$ cat src/rtl/sweep_pkg.sv
// sweep_pkg: shared state encoding and default widths for the sweep controller
package sweep_pkg;
    localparam int W_DEF  = 8;
    localparam int DW_DEF = 4;
    typedef enum logic [2:0] {IDLE, SEEK, UP, DWELL_HI, DOWN, DWELL_LO} state_t;
endpackage

$ cat src/rtl/sweep_ctrl_if.sv
// sweep_ctrl_if: sweep command inputs and count/status outputs
interface sweep_ctrl_if import sweep_pkg::*; #(parameter int W = W_DEF, parameter int DW = DW_DEF);
    logic          start, stop, mode;
    logic [W-1:0]  lo, hi;
    logic [DW-1:0] dwell;
    logic [W-1:0]  count;
    logic          ss, ud, busy, done, err;
    modport master (output start, stop, mode, lo, hi, dwell, input count, ss, ud, busy, done, err);
    modport slave  (input start, stop, mode, lo, hi, dwell, output count, ss, ud, busy, done, err);
endinterface

$ cat src/rtl/step_cnt8.sv
// step_cnt8: W-bit up/down step register with enable and synchronous clear
module step_cnt8 import sweep_pkg::*; #(parameter int W = W_DEF) (
    input  logic         clk,
    input  logic         clr,
    input  logic         en,
    input  logic         up,
    output logic [W-1:0] q
);
    always_ff @(posedge clk)
        q <= clr ? '0 : en ? (up ? q + 1'b1 : q - 1'b1) : q;
endmodule

$ cat src/rtl/sweep_ctrl.sv
// sweep_ctrl: bounded lo/hi counter sweep with endpoint dwell, single or triangle mode
module sweep_ctrl import sweep_pkg::*; #(parameter int W = W_DEF, parameter int DW = DW_DEF) (
    input logic        clk,
    input logic        reset,
    sweep_ctrl_if.slave bus
);
    state_t        state;
    logic [W-1:0]  lo_q, hi_q, nxt;
    logic [DW-1:0] dwell_q, tmr;
    logic          mode_q, step, dir;
    always_comb begin
        step = !bus.stop && (state == SEEK || state == UP || state == DOWN);
        dir  = state == SEEK ? bus.count < lo_q : state == UP;
        nxt  = dir ? bus.count + 1'b1 : bus.count - 1'b1;
    end
    step_cnt8 #(.W(W)) u_cnt (.clk, .clr(reset), .en(step), .up(dir), .q(bus.count));
    always_ff @(posedge clk) begin
        if (reset) begin
            state    <= IDLE;
            lo_q     <= '0;
            hi_q     <= '0;
            dwell_q  <= '0;
            mode_q   <= 1'b0;
            tmr      <= '0;
            bus.ss   <= 1'b0;
            bus.ud   <= 1'b1;
            bus.busy <= 1'b0;
            bus.done <= 1'b0;
            bus.err  <= 1'b0;
        end else begin
            bus.ss   <= step;
            bus.done <= 1'b0;
            bus.err  <= 1'b0;
            if (step) bus.ud <= dir;
            if (state != IDLE && bus.stop) begin
                state    <= IDLE;
                bus.busy <= 1'b0;
                tmr      <= '0;
            end else begin
                case (state)
                    IDLE: if (bus.start && !bus.stop) begin
                        if (bus.lo < bus.hi) begin
                            lo_q     <= bus.lo;
                            hi_q     <= bus.hi;
                            mode_q   <= bus.mode;
                            dwell_q  <= bus.dwell;
                            state    <= bus.count == bus.lo ? UP : SEEK;
                            bus.busy <= 1'b1;
                        end else bus.err <= 1'b1;
                    end
                    SEEK: if (nxt == lo_q) state <= UP;
                    UP: if (nxt == hi_q) begin
                        if (dwell_q != '0) begin
                            state <= DWELL_HI;
                            tmr   <= dwell_q;
                        end else if (mode_q) state <= DOWN;
                        else begin
                            state    <= IDLE;
                            bus.busy <= 1'b0;
                            bus.done <= 1'b1;
                        end
                    end
                    DWELL_HI: if (tmr > DW'(1)) tmr <= tmr - 1'b1;
                    else begin
                        tmr <= '0;
                        if (mode_q) state <= DOWN;
                        else begin
                            state    <= IDLE;
                            bus.busy <= 1'b0;
                            bus.done <= 1'b1;
                        end
                    end
                    DOWN: if (nxt == lo_q) begin
                        if (dwell_q != '0) begin
                            state <= DWELL_LO;
                            tmr   <= dwell_q;
                        end else state <= UP;
                    end
                    DWELL_LO: if (tmr > DW'(1)) tmr <= tmr - 1'b1;
                    else begin
                        tmr   <= '0;
                        state <= UP;
                    end
                    default: state <= IDLE;
                endcase
            end
        end
    end
endmodule

$ cat src/flat_wrapper.sv
// flat-port wrapper written by rule: the top's interface ports become plain ports
module sweep_ctrl_flat import sweep_pkg::*;
#(parameter int W = W_DEF, parameter int DW = DW_DEF)
  (clk, reset, bus_start, bus_stop, bus_mode, bus_lo, bus_hi, bus_dwell, bus_count, bus_ss, bus_ud, bus_busy, bus_done, bus_err);
  sweep_ctrl_if #(.W(W), .DW(DW)) bus_i ();
  input logic clk;
  input logic reset;
  input wire logic [$bits(bus_i.start)-1:0] bus_start;
  input wire logic [$bits(bus_i.stop)-1:0] bus_stop;
  input wire logic [$bits(bus_i.mode)-1:0] bus_mode;
  input wire logic [$bits(bus_i.lo)-1:0] bus_lo;
  input wire logic [$bits(bus_i.hi)-1:0] bus_hi;
  input wire logic [$bits(bus_i.dwell)-1:0] bus_dwell;
  output wire logic [$bits(bus_i.count)-1:0] bus_count;
  output wire logic [$bits(bus_i.ss)-1:0] bus_ss;
  output wire logic [$bits(bus_i.ud)-1:0] bus_ud;
  output wire logic [$bits(bus_i.busy)-1:0] bus_busy;
  output wire logic [$bits(bus_i.done)-1:0] bus_done;
  output wire logic [$bits(bus_i.err)-1:0] bus_err;
  assign bus_i.start = bus_start;
  assign bus_i.stop = bus_stop;
  assign bus_i.mode = bus_mode;
  assign bus_i.lo = bus_lo;
  assign bus_i.hi = bus_hi;
  assign bus_i.dwell = bus_dwell;
  assign bus_count = bus_i.count;
  assign bus_ss = bus_i.ss;
  assign bus_ud = bus_i.ud;
  assign bus_busy = bus_i.busy;
  assign bus_done = bus_i.done;
  assign bus_err = bus_i.err;
  sweep_ctrl #(.W(W), .DW(DW)) u_core (.clk(clk), .reset(reset), .bus(bus_i));
endmodule
$ cat config.mk
export PLATFORM = sky130hd
export DESIGN_NAME = sweep_ctrl_flat
export DESIGN_NICKNAME = d
export VERILOG_FILES = /design/src/rtl/sweep_pkg.sv /design/src/rtl/sweep_ctrl_if.sv /design/src/rtl/step_cnt8.sv /design/src/rtl/sweep_ctrl.sv /design/src/flat_wrapper.sv
export SDC_FILE = /design/constraint.sdc
export NUM_CORES = 1
export LEC_CHECK = 0
export ABC_AREA = 0
export CAP_MARGIN = 20
export CELL_PAD_IN_SITES_DETAIL_PLACEMENT = 1
export CELL_PAD_IN_SITES_GLOBAL_PLACEMENT = 1
export CORE_ASPECT_RATIO = 0.9
export CORE_MARGIN = 1.5
export CORE_UTILIZATION = 40
export CTS_CLUSTER_DIAMETER = 50
export DETAILED_ROUTE_END_ITERATION = 12
export HOLD_SLACK_MARGIN = 0.08
export PLACE_DENSITY_LB_ADDON = 0.08
export SETUP_SLACK_MARGIN = 0.2
export SYNTH_ARGS = -nofsm -noshare
export SYNTH_HDL_FRONTEND = slang
export SYNTH_SLANG_ARGS = --single-unit
$ cat constraint.sdc
create_clock -name clk -period 4.65 [get_ports clk]
set_clock_uncertainty 0.2 [all_clocks]
set_input_delay 0.465 -clock clk [delete_from_list [all_inputs] [get_ports clk]]
set_output_delay 0.465 -clock clk [all_outputs]
set_load 0.1 [all_outputs]
==> run_1/pdn.png <==
(4 px per um) Pins as bars on the die edge.
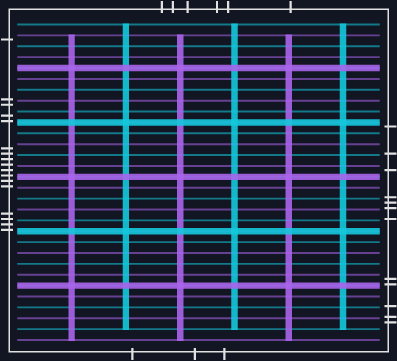
VSS -> purple
VDD -> cyan
met5 straps = 5
rows = 29
met4 straps = 6
met1 rails = 30
signal pins = 38

==> run_1/final_clocks.png <==
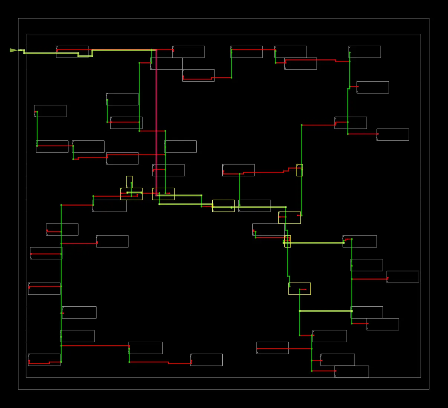
clk_buf instances: 8
clock buffer count from CTS: 5
clock sinks: 41

==> run_1/clock_map.png <==
(3 px per um)
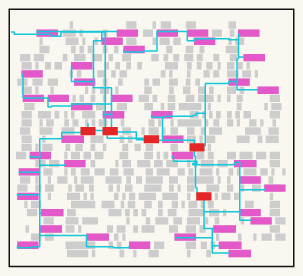
clock wires -> cyan  # length 656 um
flip-flops -> magenta  # count 41
cells driving clock nets -> red  # count 5
routed clock nets = 6

==> run_1/metal_stack.png <==
(4 px per um)
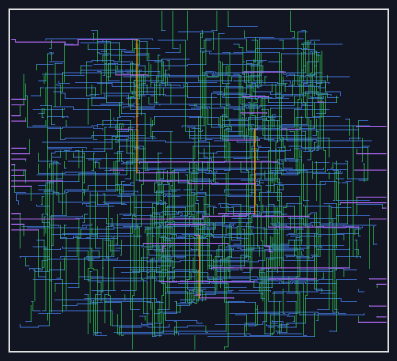
met2 -> green  # wire length 4,150 um
met3 -> purple  # wire length 495 um
met1 -> blue  # wire length 4,410 um
met4 -> orange  # wire length 70.0 um

[run 1: cell usage after synthesis (5+ instances only)]
cell / n / area, um^2
clkbuf_1: 8 / 30.0
nand4_1: 5 / 31.3
xnor2_1: 18 / 158
nor2_1: 58 / 218
o21ai_0: 16 / 80.1
ha_1: 25 / 313
nand2_1: 9 / 33.8
mux2i_1: 18 / 180
a21oi_1: 34 / 170
o21ai_1: 5 / 25.0
dfxtp_1: 41 / 821
xor2_1: 7 / 61.3
nor3_1: 11 / 55.1
inv_1: 24 / 90.1
[run 1: final timing paths]
check | startpoint | to
max | u_core.lo_q[6]$_SDFFE_PP0P_ | u_core.state[2]$_SDFFE_PP0P_
min | u_core.bus.ud$_SDFFE_PP1P_ | u_core.bus.ud$_SDFFE_PP1P_
max reg2reg | u_core.lo_q[6]$_SDFFE_PP0P_ | u_core.state[2]$_SDFFE_PP0P_
min reg2reg | u_core.bus.ud$_SDFFE_PP1P_ | u_core.bus.ud$_SDFFE_PP1P_
[run 1: flip-flops by register name (all words and copies together), names as in the netlist]
name and cells:
u_core.hi_q 8, u_core.lo_q 8, u_core.u_cnt.q 8, u_core.dwell_q 4, u_core.tmr 4, u_core.state 3, u_core.bus.busy 1, u_core.bus.done 1
u_core.bus.err 1, u_core.bus.ss 1, u_core.bus.ud 1, u_core.mode_q 1
[run 1: cells by family (layout without fill, tap and decap cells)]
logic type | count (synthesis) | count (layout) | share of synthesized area, %
AND-OR/OR-AND | 96 | 96 | 22.4
XOR/XNOR | 28 | 28 | 9.12
adder cells (fa/ha/maj) | 26 | 26 | 11.1
buffers and inverters | 40 | 84 | 5.99
flip-flops | 41 | 41 | 27.3
multiplexers | 19 | 19 | 6.37
AND/OR/NAND/NOR | 111 | 111 | 17.7
==> reports/qor.csv, run 1 <==
stage,metric,value,unit
status,status,"complete, no violations",
cells_and_area,Layout area overhead,22.0,%
final_timing,unrepaired setup endpoints after global routing,true,
job,max-cap viol count,0,
final_timing,WHS,0.267,ns
global_route,global routing usage on met3,4.30,%
worst_setup_path,Reg2Reg Depth,17,
worst_hold_path,WHS Path Cells,1,
synthesis,Syn. warnings,0,
cells_and_area,nets,455,
floorplanning,die area,8040,um^2
routing,1st-iter DRT viols,119,
cells_and_area,logic gate fraction of the total cell area,56.3,%
synthesis,yosys synthesis chip area,3010,um^2
cells_and_area,Top cell excl fill/tap,nor2_1,
clock_tree,hold-fix buffers at CTS,0,
clock_tree,Clock Pin Slew Worst Setup and Hold Paths,0.09,ns
floorplanning,fp util,42.0,%
worst_setup_path,Critical Path RT,4.68,ns
floorplanning,well tap count,93,
final_timing,Final Hold Viols,0,
synthesis,floorplan net count,412,
worst_setup_path,Levels on crit path,17,
placed_design,Port Buffers,37,
cells_and_area,layout cells sized above 1,13.6,%
clock_tree,Post-CTS Resized,2,
worst_setup_path,cell repeated most along the worst path,a21oi_1,
final_timing,max_slew headroom,32.9,%
floorplanning,core area,7150,um^2
worst_setup_path,crit path kind,flip-flop to flip-flop,
placed_design,gpl congestion,0.961,
synthesis,yosys cell count,361,
cells_and_area,Flop Count,41,
global_route,GRT busiest layer,met2,
floorplanning,Die W,94.4,um
floorplanning,# rows,29,
cells_and_area,number of non-clock inverters in the layout,24,
global_route,GR Util met2,37.5,%
routing,Metal-1 WL,4.41,mm
final_timing,Final WS setup,0.334,ns
clock_tree,post-CTS setup buffers,0,
cells_and_area,"Buffers, non-clock",52,
worst_setup_path,"slowest stage delay, CP",0.54,ns
worst_hold_path,Hold Path Class,flip-flop to flip-flop,
final_timing,"Setup violations, final",0,
final_timing,Fin Setup TNS,0,ns
worst_setup_path,CP Cell Sequence,"inv_1, ha_1, a21o_1, nand2_1, a32oi_1, a21oi_2, inv_4, fa_2, a211oi_2, nor2_2, xor2_2, buf_4, a21oi_1, o2111a_1, a311oi_2, or4_1, a21oi_1",
floorplanning,Die Y-Extent,85.2,um
worst_setup_path,CP top delay family,AND-OR/OR-AND gates,
global_route,initial antenna violation count,0,
job,Tool Warnings,29,
cells_and_area,buffer share of cell area,13.2,%
synthesis,Synth Cell Area,3010,um^2
cells_and_area,Clock buf/inv share,2.18,%
worst_setup_path,R2R Setup Slk,0.33,ns
cells_and_area,Layout Utilization,51.3,%
cells_and_area,Finished Cell Area,3670,um^2
clock_tree,CTS tree,done,
placed_design,placed insts,482,
worst_setup_path,Worst setup SP type,flip-flop,
clock_tree,CTS Buffer Depth,2,
clock_tree,Clock H-tree levels,2,
routing,Final ANT Viol Nets,0,
worst_setup_path,slowest cell on the critical path,or4_1,
routing,drt total wl,9.13,mm
cells_and_area,Reg area,831,um^2
global_route,total grt overflow,0,
global_route,first-pass GRT wire length,14.6,mm
clock_tree,Clk Tree Root Cell,clkbuf_8,
worst_setup_path,crit path max fanout,8,
cells_and_area,Largest cell class,logic gates,
routing,DRC viols,0,
final_timing,minimum clock period,4.32,ns
synthesis,Synth Seq Share,27.3,%
placed_design,Placed Area,3470,um^2
clock_tree,Latency at later pin,0.29,ns
==> run 2, diff against run 1 <==
- CORE_ASPECT_RATIO: 0.9 -> 0.8
- SYNTH_HIERARCHICAL: unset -> 1
==> run_2/pdn.png <==
(4 px per um) Pins as bars on the die edge.
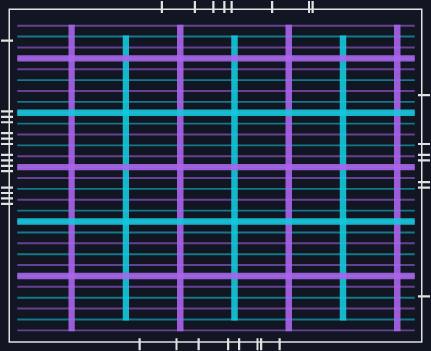
VSS -> purple
VDD -> cyan
met5 straps = 5
met4 straps = 7
rows = 28
met1 rails = 29

==> run_2/clock_map.png <==
(3 px per um)
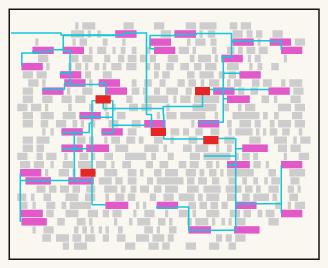
flip-flops -> magenta  # count 41
clock wires -> cyan  # length 647 um
cells driving clock nets -> red  # count 5
routed clock nets = 6

==> run 2 against run 1 <==
  * Register-to-register slack lost 0.24 ns
  * Via count grew 0.49%
  * Flip-flop count is the same
  * Worst setup slack lost 0.24 ns
  * Area after synthesis grew 6.0%
  * Critical endpoint is now u_core/state[0]$_SDFFE_PP0P_
  * Die area grew 5.8%
==> reports/qor.csv, run 2 <==
stage,metric,value,unit
global_route,initial antenna violation count,0,
clock_tree,hold-fix buffers at CTS,0,
synthesis,Simple-Gate Area Share,21.5,%
worst_setup_path,Critical Path RT,4.64,ns
clock_tree,post-CTS setup buffers,0,
synthesis,"area leader, netlist",dfxtp_1,
clock_tree,clock sinks,41,
routing,1st-iter DRT viols,101,
global_route,global routing usage on met3,4.80,%
global_route,first-pass GRT wire length,14.4,mm
worst_setup_path,crit path kind,flip-flop to flip-flop,
status,status,"complete, no violations",
routing,drt total wl,9.43,mm
synthesis,floorplan net count,430,
placed_design,Placed Area,3740,um^2
synthesis,yosys synthesis chip area,3180,um^2
worst_setup_path,CP Cell Sequence,"inv_2, ha_4, or3b_4, a21oi_4, nand2_2, o21ai_4, clkinvlp_4, buf_6, ha_4, nor2b_4, o211ai_1, mux2i_1, nor4b_2, buf_4, nand3_2, nor3_2, nor2_1, or4b_4, mux2i_1",
floorplanning,# rows,28,
final_timing,"Setup violations, final",0,
clock_tree,Clock Pin Slew Worst Setup and Hold Paths,0.09,ns
synthesis,Cell area leaders,"dfxtp_1, ha_1, mux2i_1, nor2_1, xnor2_1",
synthesis,AO/OA Area Share,15.1,%
final_timing,max_slew headroom,20.7,%
worst_hold_path,Hold Path Class,flip-flop to flip-flop,
placed_design,gpl congestion,0.837,
clock_tree,CTS tree,done,
clock_tree,Post-CTS Resized,6,
job,Tool Warnings,28,
synthesis,Synth Seq Share,25.8,%
routing,DRC viols,0,
final_timing,unrepaired setup endpoints after global routing,true,
final_timing,WHS,0.288,ns
final_timing,Final Hold Viols,0,
synthesis,yosys cell count,374,
routing,Final ANT Viol Nets,0,
worst_setup_path,"slowest stage delay, CP",0.54,ns
cells_and_area,layout cells sized above 1,18.5,%
floorplanning,Die W,103,um
synthesis,"count leader, synth",nor2_1,
global_route,GR Util met2,34.4,%
clock_tree,CTS Buffer Depth,2,
worst_setup_path,Worst setup SP type,flip-flop,
final_timing,minimum clock period,4.56,ns
synthesis,"Adder Share, Synth",12.7,%
cells_and_area,Top cell excl fill/tap,nor2_1,
global_route,GRT busiest layer,met2,
synthesis,Synth Cell Area,3180,um^2
cells_and_area,Layout area overhead,28.1,%
clock_tree,Clk Tree Root Cell,clkbuf_8,
global_route,total grt overflow,0,
clock_tree,clock buffer count from CTS,5,
==> run_2/final_clocks.png <==
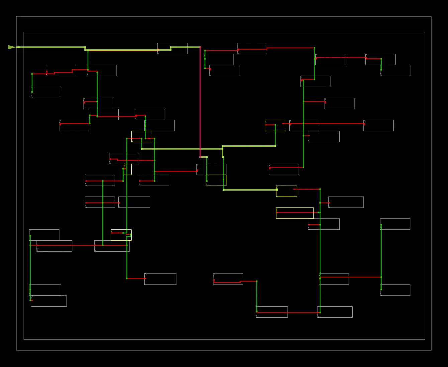
clk_buf instances: 6
Flop Count: 41
Latency at later pin: 0.30 ns

-- run 2: area by class of cell --
cell class | count | area (um^2) | area share (%)
multi-input combinational | 292 | 2340 | 57.3
clock buffer | 6 | 93.8 | 2.30
tap | 105 | 131 | 3.22
clock inverter | 1 | 5.00 | 0.123
timing repair buffer | 63 | 567 | 13.9
inverter | 25 | 97.6 | 2.39
sequential | 41 | 847 | 20.8
-- run 2: routing by layer --
layer,share of wire [%],vias up
met4,1.4,0
met5,0,-
met2,44,51
li1,-,1434
met1,50,1365
met3,4.0,9
-- run 2: per-stage QoR --
stage	setup slack [ns]	util, %
5_1_grt	-0.0269	53.9
3_3_place_gp	0.180	49.4
4_1_cts	0.222	51.1
2_1_floorplan	0.213	-
6_report	0.0922	53.9
3_5_place_dp	0.0771	49.4
-- run 2: final timing paths --
kind	startpoint	to	slack (ns)
worst min-delay path	u_core/bus.ud$_SDFFE_PP1P_	u_core/bus.ud$_SDFFE_PP1P_	0.29
worst max register to register	u_core/lo_q[7]$_SDFFE_PP0P_	u_core/state[0]$_SDFFE_PP0P_	0.09
worst max-delay path	u_core/lo_q[7]$_SDFFE_PP0P_	u_core/state[0]$_SDFFE_PP0P_	0.09
worst min register to register	u_core/bus.ud$_SDFFE_PP1P_	u_core/bus.ud$_SDFFE_PP1P_	0.29
